### config.mk
export PLATFORM = sky130hd
export DESIGN_NAME = addr_hazard_unit
export DESIGN_NICKNAME = d
export VERILOG_FILES = /design/src/rtl/addr_hazard_unit.sv
export SDC_FILE = /design/constraint.sdc
export NUM_CORES = 1
export LEC_CHECK = 0
export ABC_AREA = 0
export CAP_MARGIN = 15
export CORE_UTILIZATION = 43
export DETAILED_ROUTE_END_ITERATION = 8
export HOLD_SLACK_MARGIN = 0.05
export PLACE_DENSITY = 0.8
export RECOVER_POWER = 25
export SKIP_CTS_REPAIR_TIMING = 1
export SLEW_MARGIN = 5
export SYNTH_ARGS = -nofsm -noshare
export SYNTH_HDL_FRONTEND = slang
export SYNTH_SLANG_ARGS = --single-unit
### constraint.sdc
create_clock -name clock -period 2.4 [get_ports clock]
set_clock_uncertainty 0.2 [all_clocks]
set_input_delay 0.48 -clock clock [delete_from_list [all_inputs] [get_ports clock]]
set_output_delay 0.48 -clock clock [all_outputs]
set_load 0.005 [all_outputs]
### src/rtl/addr_hazard_unit.sv
// rtl/addr_hazard_unit.sv - RAW hazard scoreboard with forwarding select and load-use stall
module addr_hazard_unit #(
    parameter  int DEPTH    = 3,
    parameter  int FWD_MODE = 1,
    parameter  int CNT_W    = 16,
    localparam int SEL_W    = $clog2(DEPTH + 1)
) (
    input  logic             clock,
    input  logic             reset_n,
    input  logic [31:0]      id_instr,
    input  logic             id_valid,
    input  logic             flush,
    output logic [SEL_W-1:0] fwd_sel_rs,
    output logic [SEL_W-1:0] fwd_sel_rt,
    output logic             stall,
    output logic [CNT_W-1:0] stall_count
);

    localparam logic [5:0] OP_RTYPE = 6'b000000;
    localparam logic [5:0] OP_JAL   = 6'b000011;
    localparam logic [5:0] OP_BEQ   = 6'b000100;
    localparam logic [5:0] OP_BNE   = 6'b000101;
    localparam logic [5:0] OP_LUI   = 6'b001111;
    localparam logic [5:0] OP_LW    = 6'b100011;
    localparam logic [5:0] OP_SW    = 6'b101011;
    localparam logic [5:0] FN_JR    = 6'b001000;

    logic [5:0] op;
    logic [5:0] funct;
    logic [4:0] rs;
    logic [4:0] rt;
    logic [4:0] rd;

    assign op    = id_instr[31:26];
    assign rs    = id_instr[25:21];
    assign rt    = id_instr[20:16];
    assign rd    = id_instr[15:11];
    assign funct = id_instr[5:0];

    logic [DEPTH:1] sb_valid;
    logic [DEPTH:1] sb_load;
    logic [4:0]     sb_dst [1:DEPTH];

    logic       wr_en;
    logic       wr_load;
    logic [4:0] wr_dst;
    logic       is_rtype;
    logic       is_imm;
    logic       is_mem;
    logic       is_branch;
    logic       use_rs;
    logic       use_rt;

    always_comb begin
        wr_en   = 1'b0;
        wr_load = 1'b0;
        wr_dst  = rd;
        if (op == OP_RTYPE) begin
            wr_en  = (funct != FN_JR);
            wr_dst = rd;
        end else if (op == OP_LW) begin
            wr_en   = 1'b1;
            wr_load = 1'b1;
            wr_dst  = rt;
        end else if (op[5:3] == 3'b001) begin
            wr_en  = 1'b1;
            wr_dst = rt;
        end else if (op == OP_JAL) begin
            wr_en  = 1'b1;
            wr_dst = 5'd31;
        end
    end

    assign is_rtype  = (op == OP_RTYPE);
    assign is_imm    = (op[5:3] == 3'b001) && (op != OP_LUI);
    assign is_mem    = (op == OP_LW) || (op == OP_SW);
    assign is_branch = (op == OP_BEQ) || (op == OP_BNE);

    // Address-only mode looks at the base register of loads/stores and nothing else.
    assign use_rs = (FWD_MODE != 0) ? (is_rtype || is_imm || is_mem || is_branch) : is_mem;
    assign use_rt = (FWD_MODE != 0) && (is_rtype || (op == OP_SW) || is_branch);

    logic [SEL_W-1:0] hit_rs;
    logic [SEL_W-1:0] hit_rt;

    // Scan oldest to youngest so the youngest matching producer overrides.
    always_comb begin
        hit_rs = '0;
        hit_rt = '0;
        for (int k = DEPTH; k >= 1; k--) begin
            if (sb_valid[k] && (sb_dst[k] == rs) && (rs != 5'd0)) hit_rs = SEL_W'(k);
            if (sb_valid[k] && (sb_dst[k] == rt) && (rt != 5'd0)) hit_rt = SEL_W'(k);
        end
    end

    logic live;
    logic lu_rs;
    logic lu_rt;
    logic accept;

    assign live   = id_valid && !flush;
    assign lu_rs  = use_rs && (hit_rs == SEL_W'(1)) && sb_load[1];
    assign lu_rt  = use_rt && (hit_rt == SEL_W'(1)) && sb_load[1];
    assign stall  = live && (lu_rs || lu_rt);
    assign accept = live && !stall && wr_en && (wr_dst != 5'd0);

    assign fwd_sel_rs = (live && use_rs && !lu_rs) ? hit_rs : '0;
    assign fwd_sel_rt = (live && use_rt && !lu_rt) ? hit_rt : '0;

    always_ff @(posedge clock or negedge reset_n) begin
        if (!reset_n) begin
            sb_valid    <= '0;
            sb_load     <= '0;
            stall_count <= '0;
            for (int k = 1; k <= DEPTH; k++) sb_dst[k] <= 5'd0;
        end else begin
            for (int k = 2; k <= DEPTH; k++) begin
                sb_valid[k] <= sb_valid[k-1];
                sb_load[k]  <= sb_load[k-1];
                sb_dst[k]   <= sb_dst[k-1];
            end
            sb_valid[1] <= accept;
            sb_load[1]  <= accept && wr_load;
            sb_dst[1]   <= wr_dst;
            if (stall && (stall_count != {CNT_W{1'b1}})) stall_count <= stall_count + CNT_W'(1);
        end
    end

endmodule
Figure 1. Cells coloured by class (run 1).
Scale: 6 px per um. Fill, decap, tap and diode cells in grey.
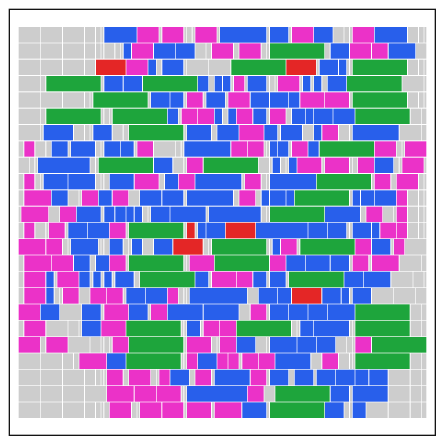
| class | colour | cells | share of their area |
|---|---|---|---|
| flip-flops | green | 35 | 26% |
| other buffers and delay cells | magenta | 111 | 29% |
| clock drivers and dummy loads | red | 6 | 2.2% |
| all other logic | blue | 157 | 43% |

Figure 2. Sequential cells grouped by signal name (run 1).
Scale: 6 px per um. Other sequential cells in the stronger grey, the rest of the logic in the fainter grey.
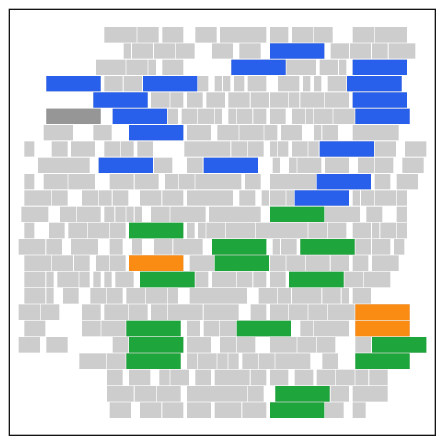
| signal | colour | placed flops |
|---|---|---|
| stall_count | blue | 16 |
| sb_dst | green | 15 |
| sb_valid | orange | 3 |
flop share of the area: 0.2562
final core utilization: 0.7691

==> flow_metrics.env, run 1 <==
# implementation run metrics
export IMPL_synth_top_cell_area_share=0.4308
export IMPL_p_sw_mw=0.3478
export IMPL_rsz0062_at_grt="yes"
export IMPL_layout_cells_most_common="buf_4"
export IMPL_yosysWarnings=0
export IMPL_top_layer_used="met4"
export IMPL_slew_headroom=0.4141
export IMPL_die_h_um=70.77
export IMPL_inv_count=4
export IMPL_syn2layout_area_growth_pct=68.12
export IMPL_setup_viol=20
export IMPL_setup_tns_ns=-2.518
export IMPL_met1_length_um=2896
export IMPL_cp_required_ns=1.72
export IMPL_hp_start="sb_valid[2]"
export IMPL_r2r_worst_path_cells=9
export IMPL_drive_above_1_share=0.4110
export IMPL_timing_rr_end="stall_count[15]"
export IMPL_n_all_buffers=111
export IMPL_synth_area_um2=2033
export IMPL_stdcell_count=361
export IMPL_fp_nets=233
export IMPL_place_hpwl_um=4308
export IMPL_pg_seq_mw=0.641
export IMPL_seq_cells=35
export IMPL_grt_ovfl_total=0
export IMPL_h_tree_depth=2
export IMPL_ir_worst_vdd_mv=0.3377
export IMPL_ant_nets=0
export IMPL_maxCapViolations=0
export IMPL_violations="DRC, setup timing"
export IMPL_ys_sh_simple=0.2702
export IMPL_ys_async_sr_fraction=1.000
export IMPL_initCoreUtil=0.4575
export IMPL_r2r_start="sb_dst[10]"
export IMPL_port_buffers=51
export IMPL_end_kind="output pin"
export IMPL_slew_viol_final=0
export IMPL_ys_cells=196
export IMPL_fmax_mhz=358.5
export IMPL_ios=57
export IMPL_drt_iter0_drc=171
export IMPL_yosysChipArea_um2=2033
export IMPL_num_fill_cells=276
export IMPL_hold_path_class="reg2reg"
export IMPL_logic_gate_count=153
export IMPL_logic_family="simple AND/OR/NAND/NOR gates"
export IMPL_cp_cell_sequence="buf_6, or4_4, o211ai_1, nor2_1, or3b_1, a21oi_2, clkbuf_2"
export IMPL_globalplace_congestion=0.8492
export IMPL_drt_pass1_iter_count=6
export IMPL_power_leader="sequential cells"
export IMPL_taps=52
export IMPL_path_class="in2out"
export IMPL_hold_ws_ns=0.2253
export IMPL_period_minus_slack_ns=2.789
export IMPL_status="complete, but fails checks"
export IMPL_buf_share=0.2815
export IMPL_area_leaders="dfrtp_1, xnor2_1, xor2_1"
export IMPL_ys_sh_xor=0.1852
export IMPL_syn_area_per_cell_um2=10.37
export IMPL_wl_met2_um=3418
export IMPL_syn_inst=196
export IMPL_row_count=24
export IMPL_p_comb_frac=0.209
export IMPL_cts_made_buffers=5
export IMPL_crit_arrival_ns=2.11
export IMPL_dpl_cell_area_um2=2997
export IMPL_clk_latency_ns=0.29
export IMPL_fa_ha_area_frac=0.006154
export IMPL_synth_edff_count=0
export IMPL_drc=6
export IMPL_leakagePower_nw=1.573
export IMPL_largest_area_cell="dfrtp_1"
export IMPL_warnings=33
export IMPL_wl_met3_um=360
export IMPL_dp_cells=344
export IMPL_design_area_um2=3418
export IMPL_aoi_share=0.07262
export IMPL_n_antenna_cell=0
export IMPL_largest_class="combinational gates"
export IMPL_worst_slew_pin_slew_ns=0.8788
export IMPL_worst_slack_ns=-0.3892
export IMPL_clk_share=0.02123
export IMPL_holdPathEnd="sb_valid[3]"
export IMPL_p_clk_mw=0.393
export IMPL_cts_tree="done"
export IMPL_vias=2078
export IMPL_power_internal_mw=0.9585
export IMPL_clkbuf_count=6
export IMPL_met1_usage=0.2985
export IMPL_postSynthSeqShare=0.4308
export IMPL_numSynthFlops=35
export IMPL_lay_top_cells="buf_4, dfrtp_1, clkdlybuf4s50_1"
Figure 3. Power grid (run 1).
Scale: 6 px per um. Pins as bars on the die edge.
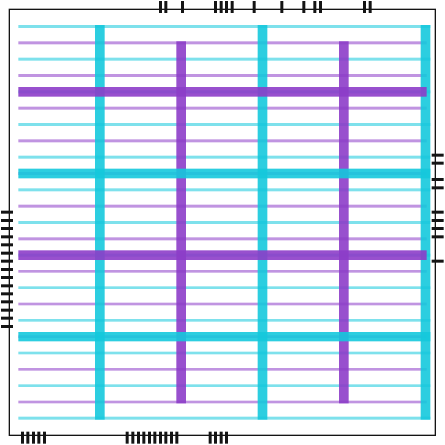
| net | colour |
|---|---|
| VDD | purple |
| VSS | cyan |
signal pins: 57
met5 straps: 4
met4 straps: 5

Figure 4. Routing congestion map (run 1).
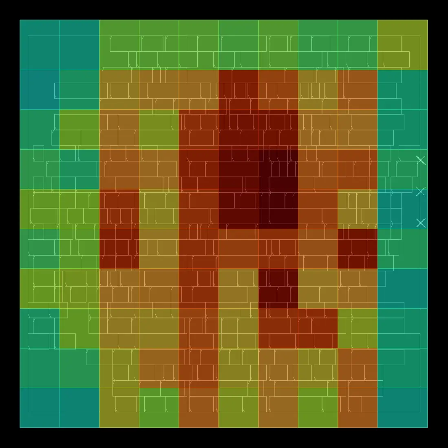
GRT Overall Usage: 0.2290
grt peak-use layer: met2
GR met3 Demand/Resource: 0.03561
routed len/inst: 19.19 um
GR Layer Usage met2: 0.3900

-- run 1: Yosys cell counts (2+ instances only) --
library cell  instances
nor4b_1               3
nand2b_1              3
nand2_1              13
nand4_1               8
or3b_1                2
dfrtp_1              35
and4_1                2
nor3_2                5
xnor2_1              25
xor2_1               18
or2_1                 2
or2_2                 2
clkbuf_1              3
nand3_1               6
a21oi_1               3
inv_1                 4
nor4_1                8
nor3_1                7
mux2_1                3
o22a_1                5
o32a_1                2
nor2_1               15
-- run 1: worst max-delay path: cells and delay by family --
family / cells / cell delay [ns]
buffers and inverters: 2 / 0.21
AOI/OAI and AO/OA: 2 / 0.38
and+or+nand+nor: 3 / 1.04
-- run 1: state kept, by name (all words and copies together) (netlist names) --
register and count:
stall_count 16, sb_dst 15, sb_valid 3, sb_load 1
==> run 2, diff against run 1 <==
CTS_CLUSTER_DIAMETER = 30   (was not set)
Figure 5. Routing congestion map (run 2).
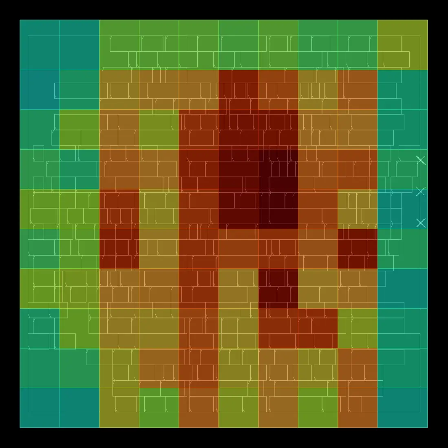
met1 global-route usage: 0.2985

==> flow_metrics.env, run 2 <==
# implementation run metrics
export IMPL_status="complete, but fails checks"
export IMPL_violations="DRC, setup timing"
export IMPL_timing_rr_end="stall_count[15]"
export IMPL_p_sw_mw=0.3478
export IMPL_hold_path_class="reg2reg"
export IMPL_design_area_um2=3418
export IMPL_drt_pass1_iter_count=6
export IMPL_yosysChipArea_um2=2033
export IMPL_clk_latency_ns=0.29
export IMPL_power_internal_mw=0.9585
export IMPL_ys_cells=196
export IMPL_dpl_cell_area_um2=2997
export IMPL_syn2layout_area_growth_pct=68.12
export IMPL_initCoreUtil=0.4575
export IMPL_wl_met3_um=360
export IMPL_die_h_um=70.77
export IMPL_logic_gate_count=153
export IMPL_warnings=33
export IMPL_seq_cells=35
export IMPL_cp_cell_sequence="buf_6, or4_4, o211ai_1, nor2_1, or3b_1, a21oi_2, clkbuf_2"
export IMPL_row_count=24
export IMPL_top_register="stall_count"
export IMPL_clkbuf_count=6
export IMPL_postSynthSeqShare=0.4308
export IMPL_crit_family="simple AND/OR/NAND/NOR gates"
export IMPL_cts_tree="done"
export IMPL_path_class="in2out"
export IMPL_met1_length_um=2896
export IMPL_rsz0062_at_grt="yes"
export IMPL_layout_cells_most_common="buf_4"
export IMPL_r2r_worst_path_cells=9
export IMPL_crit_arrival_ns=2.11
export IMPL_ys_sh_simple=0.2702
export IMPL_grt_ovfl_total=0
export IMPL_fa_ha_area_frac=0.006154
export IMPL_area_leaders="dfrtp_1, xnor2_1, xor2_1"
export IMPL_most_common_cell="dfrtp_1"
export IMPL_drive_above_1_share=0.4110
export IMPL_num_fill_cells=276
export IMPL_taps=52
export IMPL_synth_top_cell_area_share=0.4308
export IMPL_leakagePower_nw=1.573
export IMPL_r2r_start="sb_dst[10]"
export IMPL_h_tree_depth=2
export IMPL_ant_nets=0
export IMPL_largest_reg_flops=16
export IMPL_use_met3=0.03561
export IMPL_design_core_area_um2=4444
export IMPL_fmax_mhz=358.5
export IMPL_setup_tns_ns=-2.518
export IMPL_grt_busiest_layer="met2"
export IMPL_globalplace_congestion=0.8492
export IMPL_holdPathEnd="sb_valid[3]"
export IMPL_wl_met2_um=3418
export IMPL_yosysWarnings=0
export IMPL_stdcell_count=361
export IMPL_drt_iter0_drc=171
export IMPL_inv_count=4
export IMPL_logic_family="simple AND/OR/NAND/NOR gates"
export IMPL_p_comb_frac=0.209
export IMPL_port_buffers=51
export IMPL_setup_viol=20
export IMPL_syn_area_per_cell_um2=10.37
export IMPL_synth_edff_count=0
export IMPL_period_minus_slack_ns=2.789
export IMPL_place_hpwl_um=4308
export IMPL_routedWlPerCell_um=19.19
export IMPL_buf_share=0.2815
export IMPL_clk_share=0.02123
export IMPL_ios=57
export IMPL_n_all_buffers=111
export IMPL_worst_path_stages=7
export IMPL_slew_viol_final=0
export IMPL_fin_util=0.7691
export IMPL_n_antenna_cell=0
export IMPL_hold_ws_ns=0.2253
export IMPL_die_x_um=70.77
export IMPL_cp_required_ns=1.72
export IMPL_cts_made_buffers=5
export IMPL_sh_seq_area=0.2562
export IMPL_hp_start="sb_valid[2]"
export IMPL_top_layer_used="met4"
export IMPL_dp_cells=344
export IMPL_fp_nets=233
export IMPL_drc=6
export IMPL_comb_area_share=0.4176
export IMPL_ys_async_sr_fraction=1.000
export IMPL_aoi_share=0.07262
export IMPL_grtUsageMet2=0.3900
export IMPL_end_kind="output pin"
export IMPL_largest_area_cell="dfrtp_1"
export IMPL_worst_slack_ns=-0.3892
export IMPL_worst_slew_pin_slew_ns=0.8788
export IMPL_track_usage=0.2290
export IMPL_syn_inst=196
export IMPL_ys_sh_xor=0.1852
export IMPL_cp_start_kind="primary input"
export IMPL_vias=2078
export IMPL_slew_headroom=0.4141
export IMPL_ir_worst_vdd_mv=0.3377
export IMPL_synth_area_um2=2033
export IMPL_largest_class="combinational gates"
export IMPL_yosys_top_cells_count="dfrtp_1, xnor2_1, xor2_1, nor2_1, nand2_1"
## run 2: power by group through the flow
| stage | combinational [mW] | clock (mW) | sequential (mW) |
|---|---|---|---|
| finish | 0.273 | 0.393 | 0.641 |
| global placement | 0.223 | 0 | 0.644 |
| CTS | 0.231 | 0.383 | 0.635 |
| global route | 0.290 | 0.418 | 0.642 |
| floorplan | 0.0947 | 0 | 0.640 |
| detailed placement | 0.230 | 0 | 0.646 |
## run 2: cells by family (layout without fill, tap and decap cells)
| logic type | count (synthesis) | after routing |
|---|---|---|
| compound gates | 18 | 18 |
| xor+xnor | 43 | 43 |
| fa+ha+maj | 1 | 1 |
| buf+inv | 8 | 121 |
| flops | 35 | 35 |
| mux | 3 | 3 |
| simple gates | 88 | 88 |
Figure 6. Power grid (run 2).
Scale: 6 px per um. Pins as bars on the die edge.
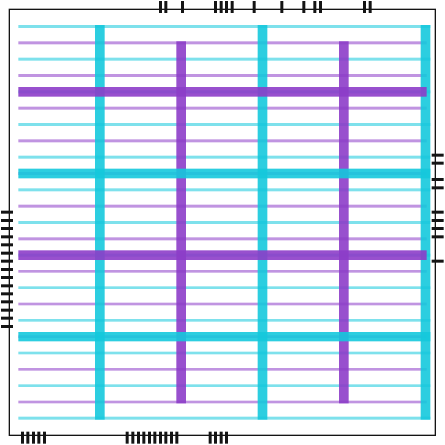

==> run 3, diff against run 2 <==
REMOVE_ABC_BUFFERS = 1   (was not set)
TNS_END_PERCENT = 10   (was not set)
Figure 7. Power grid (run 3).
Scale: 6 px per um. Pins as bars on the die edge.
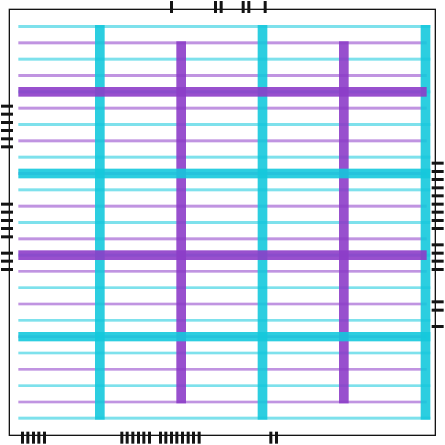
| net | colour |
|---|---|
| VSS | cyan |
| VDD | purple |
met4 straps: 5
rows: 24

==> flow_metrics.env, run 3 <==
# implementation run metrics
export IMPL_power_leader="sequential cells"
export IMPL_largest_class="combinational gates"
export IMPL_pg_seq_mw=0.634
export IMPL_largestRegisters="stall_count: 16 flops, sb_dst: 15 flops, sb_valid: 3 flops"
export IMPL_syn_inst=196
export IMPL_crit_arrival_ns=2.07
export IMPL_clk_share=0.03502
export IMPL_register_area_um2=875.8
export IMPL_leakagePower_nw=1.498
export IMPL_cts_made_buffers=5
export IMPL_cp_required_ns=1.72
export IMPL_logic_gate_count=153
export IMPL_path_class="in2out"
export IMPL_synth_top_cell_area_share=0.4308
export IMPL_period_minus_slack_ns=2.754
export IMPL_dpl_worst_slack_ns=-1.066
export IMPL_top_register="stall_count"
export IMPL_maxCapViolations=0
export IMPL_met1_usage=0.2654
export IMPL_grt_pass1_wl_um=8569
export IMPL_timing_rr_end="stall_count[14]"
export IMPL_logic_area_um2=1266
export IMPL_ant_nets=0
export IMPL_n_all_buffers=98
export IMPL_p_comb_mw=0.246
export IMPL_place_hpwl_um=4087
export IMPL_cpPeakStageDelay_ns=0.53
export IMPL_cts_tree="done"
export IMPL_clkbuf_count=5
export IMPL_crit_fanout=2
export IMPL_stdcell_count=350
export IMPL_yosysWarnings=0
export IMPL_worst_slack_ns=-0.3535
export IMPL_ys_flop_type="dfrtp_1"
export IMPL_critical_path_startpoint="id_instr[25]"
export IMPL_setup_viol=17
export IMPL_comb_area_share=0.3938
export IMPL_lay_top_cells="buf_4, dfrtp_1, clkdlybuf4s50_1"
export IMPL_ys_cells=196
export IMPL_drt_pass1_iter_count=7
export IMPL_aoi_share=0.07262
export IMPL_r2r_start="sb_dst[10]"
export IMPL_synth_area_um2=2033
export IMPL_fmax_mhz=363.2
export IMPL_design_core_area_um2=4444
export IMPL_yosysChipArea_um2=2033
export IMPL_wl_met2_um=3007
export IMPL_met1_length_um=2480
export IMPL_ios=57
export IMPL_end_kind="output pin"
export IMPL_routedWlPerCell_um=16.73
export IMPL_largest_area_cell="dfrtp_1"
export IMPL_initCoreUtil=0.4575
export IMPL_most_common_cell="dfrtp_1"
export IMPL_row_count=24
export IMPL_worst_slew_pin_slew_ns=0.8665
export IMPL_grt_pass1_vias=1887
export IMPL_hold_ws_ns=0.2358
export IMPL_fin_util=0.7235
export IMPL_synth_edff_count=0
export IMPL_h_tree_depth=2
export IMPL_grt_max_degree=36
export IMPL_fa_ha_area_frac=0.006154
export IMPL_r2r_worst_path_cells=7
export IMPL_dp_cells=337
export IMPL_grt_busiest_layer="met2"
export IMPL_p_sw_frac=0.2514
export IMPL_die_x_um=70.77
export IMPL_ys_sh_simple=0.2702
export IMPL_hold_violations=0
export IMPL_clkPwrFrac=0.377
export IMPL_area_leaders="dfrtp_1, xnor2_1, xor2_1"
export IMPL_dieArea_um2=5008
export IMPL_design_area_um2=3216
export IMPL_vias=1930
export IMPL_violations="DRC, setup timing"
export IMPL_final_nets=334
export IMPL_ys_sh_mux=0.01662
export IMPL_drt_iter0_drc=84
export IMPL_setup_tns_ns=-1.836
export IMPL_drive_above_1_share=0.3154
export IMPL_grt_ovfl_total=0
export IMPL_num_fill_cells=323
export IMPL_reg2reg_setup_slack_ns=-0.03
export IMPL_cp_cell_sequence="buf_6, or4_4, o211ai_1, nor2_1, or3b_1, a21oi_2, clkbuf_2"
export IMPL_drc=6
export IMPL_power_internal_mw=1.058
export IMPL_cpMaxStageDelayCell="or4_4"
export IMPL_logic_family="simple AND/OR/NAND/NOR gates"
export IMPL_syn_area_per_cell_um2=10.37
export IMPL_postSynthSeqShare=0.4308
export IMPL_use_met3=0.04416
export IMPL_ys_async_sr_fraction=1.000
export IMPL_seq_cells=35
export IMPL_die_h_um=70.77
export IMPL_status="complete, but fails checks"
export IMPL_yosys_top_cells_count="dfrtp_1, xnor2_1, xor2_1, nor2_1, nand2_1"
export IMPL_post_drt_via_cell_ratio=5.514
export IMPL_sh_seq_area=0.2724
export IMPL_taps=52
export IMPL_buf_share=0.2739
export IMPL_globalplace_congestion=0.9066
export IMPL_slew_headroom=0.4223
export IMPL_ir_worst_vdd_mv=0.2654
export IMPL_warnings=31
export IMPL_grtUsageMet2=0.4038
export IMPL_port_buffers=51
export IMPL_synth_cell_types=44
export IMPL_p_sw_mw=0.3552
export IMPL_post_route_period_util=1.147
export IMPL_cts_sinks=35
export IMPL_layout_cells_most_common="buf_4"
export IMPL_syn2layout_area_growth_pct=58.15
export IMPL_ys_sh_xor=0.1852
export IMPL_dpl_cell_area_um2=2902
export IMPL_slew_viol_final=0
export IMPL_critPathCapture="fwd_sel_rs[0]"
export IMPL_root_buffer="clkbuf_8"
export IMPL_fin_total_pwr_mw=1.413
export IMPL_largest_reg_flops=16
export IMPL_drt_wl_total_um=5855
export IMPL_top_layer_used="met4"
export IMPL_wl_met3_um=231
export IMPL_rsz0062_at_grt="yes"
export IMPL_track_usage=0.2265
export IMPL_p_clk_mw=0.533
export IMPL_cp_start_kind="primary input"
export IMPL_hold_path_class="reg2reg"
export IMPL_clockBufferDepth=2
export IMPL_n_antenna_cell=0
export IMPL_p_comb_frac=0.174
export IMPL_inv_count=4
export IMPL_clk_latency_ns=0.30
export IMPL_grt_antenna_before_repair=0
## run 3: how the worst min path moves through the flow
| stage | startpoint | to | slack (ns) | depth (start not counted) |
|---|---|---|---|---|
| global route | sb_valid[2] | sb_valid[3] | 0.24 | 0 |
| floorplan | reset_n | sb_dst[0] | -0.02 | 0 |
| finish | sb_dst[6] | sb_dst[1] | 0.24 | 0 |
| global placement | sb_valid[2] | sb_valid[3] | 0.21 | 0 |
| detailed placement | sb_valid[1] | sb_valid[2] | 0.22 | 0 |
| CTS | sb_valid[2] | sb_valid[3] | 0.24 | 0 |
## run 3: critical path, delay by kind of cell
family / cells / cell delay [ns]
buf+inv: 2 / 0.20
compound gates: 2 / 0.38
simple gates: 3 / 1.01

==> gallery <==
Clock network drawn from the DEF.
Scale: 8 px per um.
picture 1
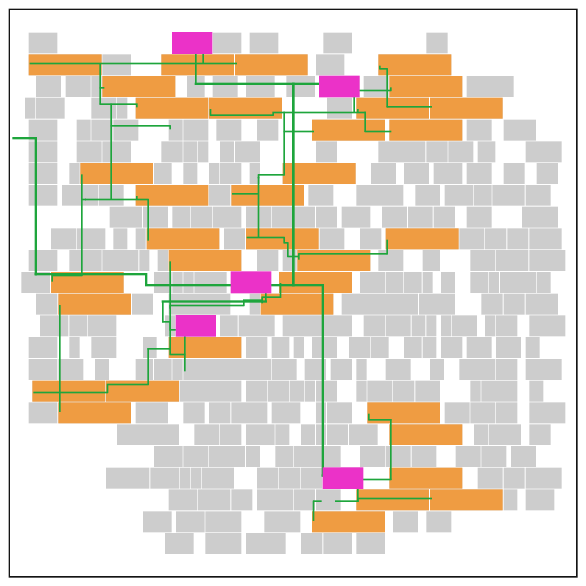
picture 2
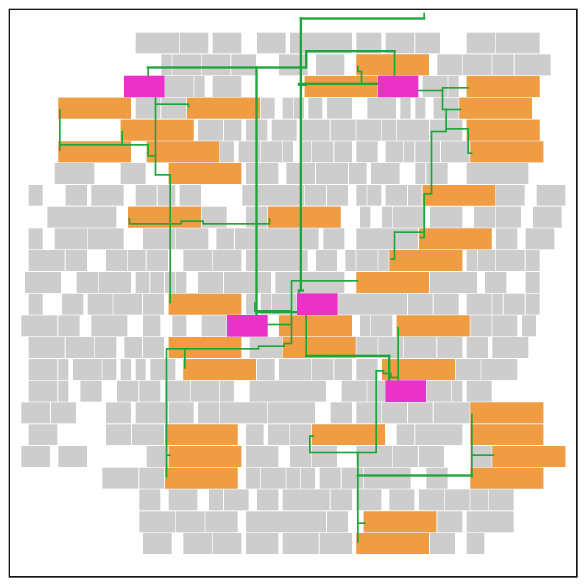
picture 1: run 3
picture 2: run 1

Key to picture 1:
[flip-flops] orange | count: 35
[clock wires] green | length: 440 um
[cells driving clock nets] magenta | count: 5
routed clock nets: 6

Power and IR drop assume default switching activity.
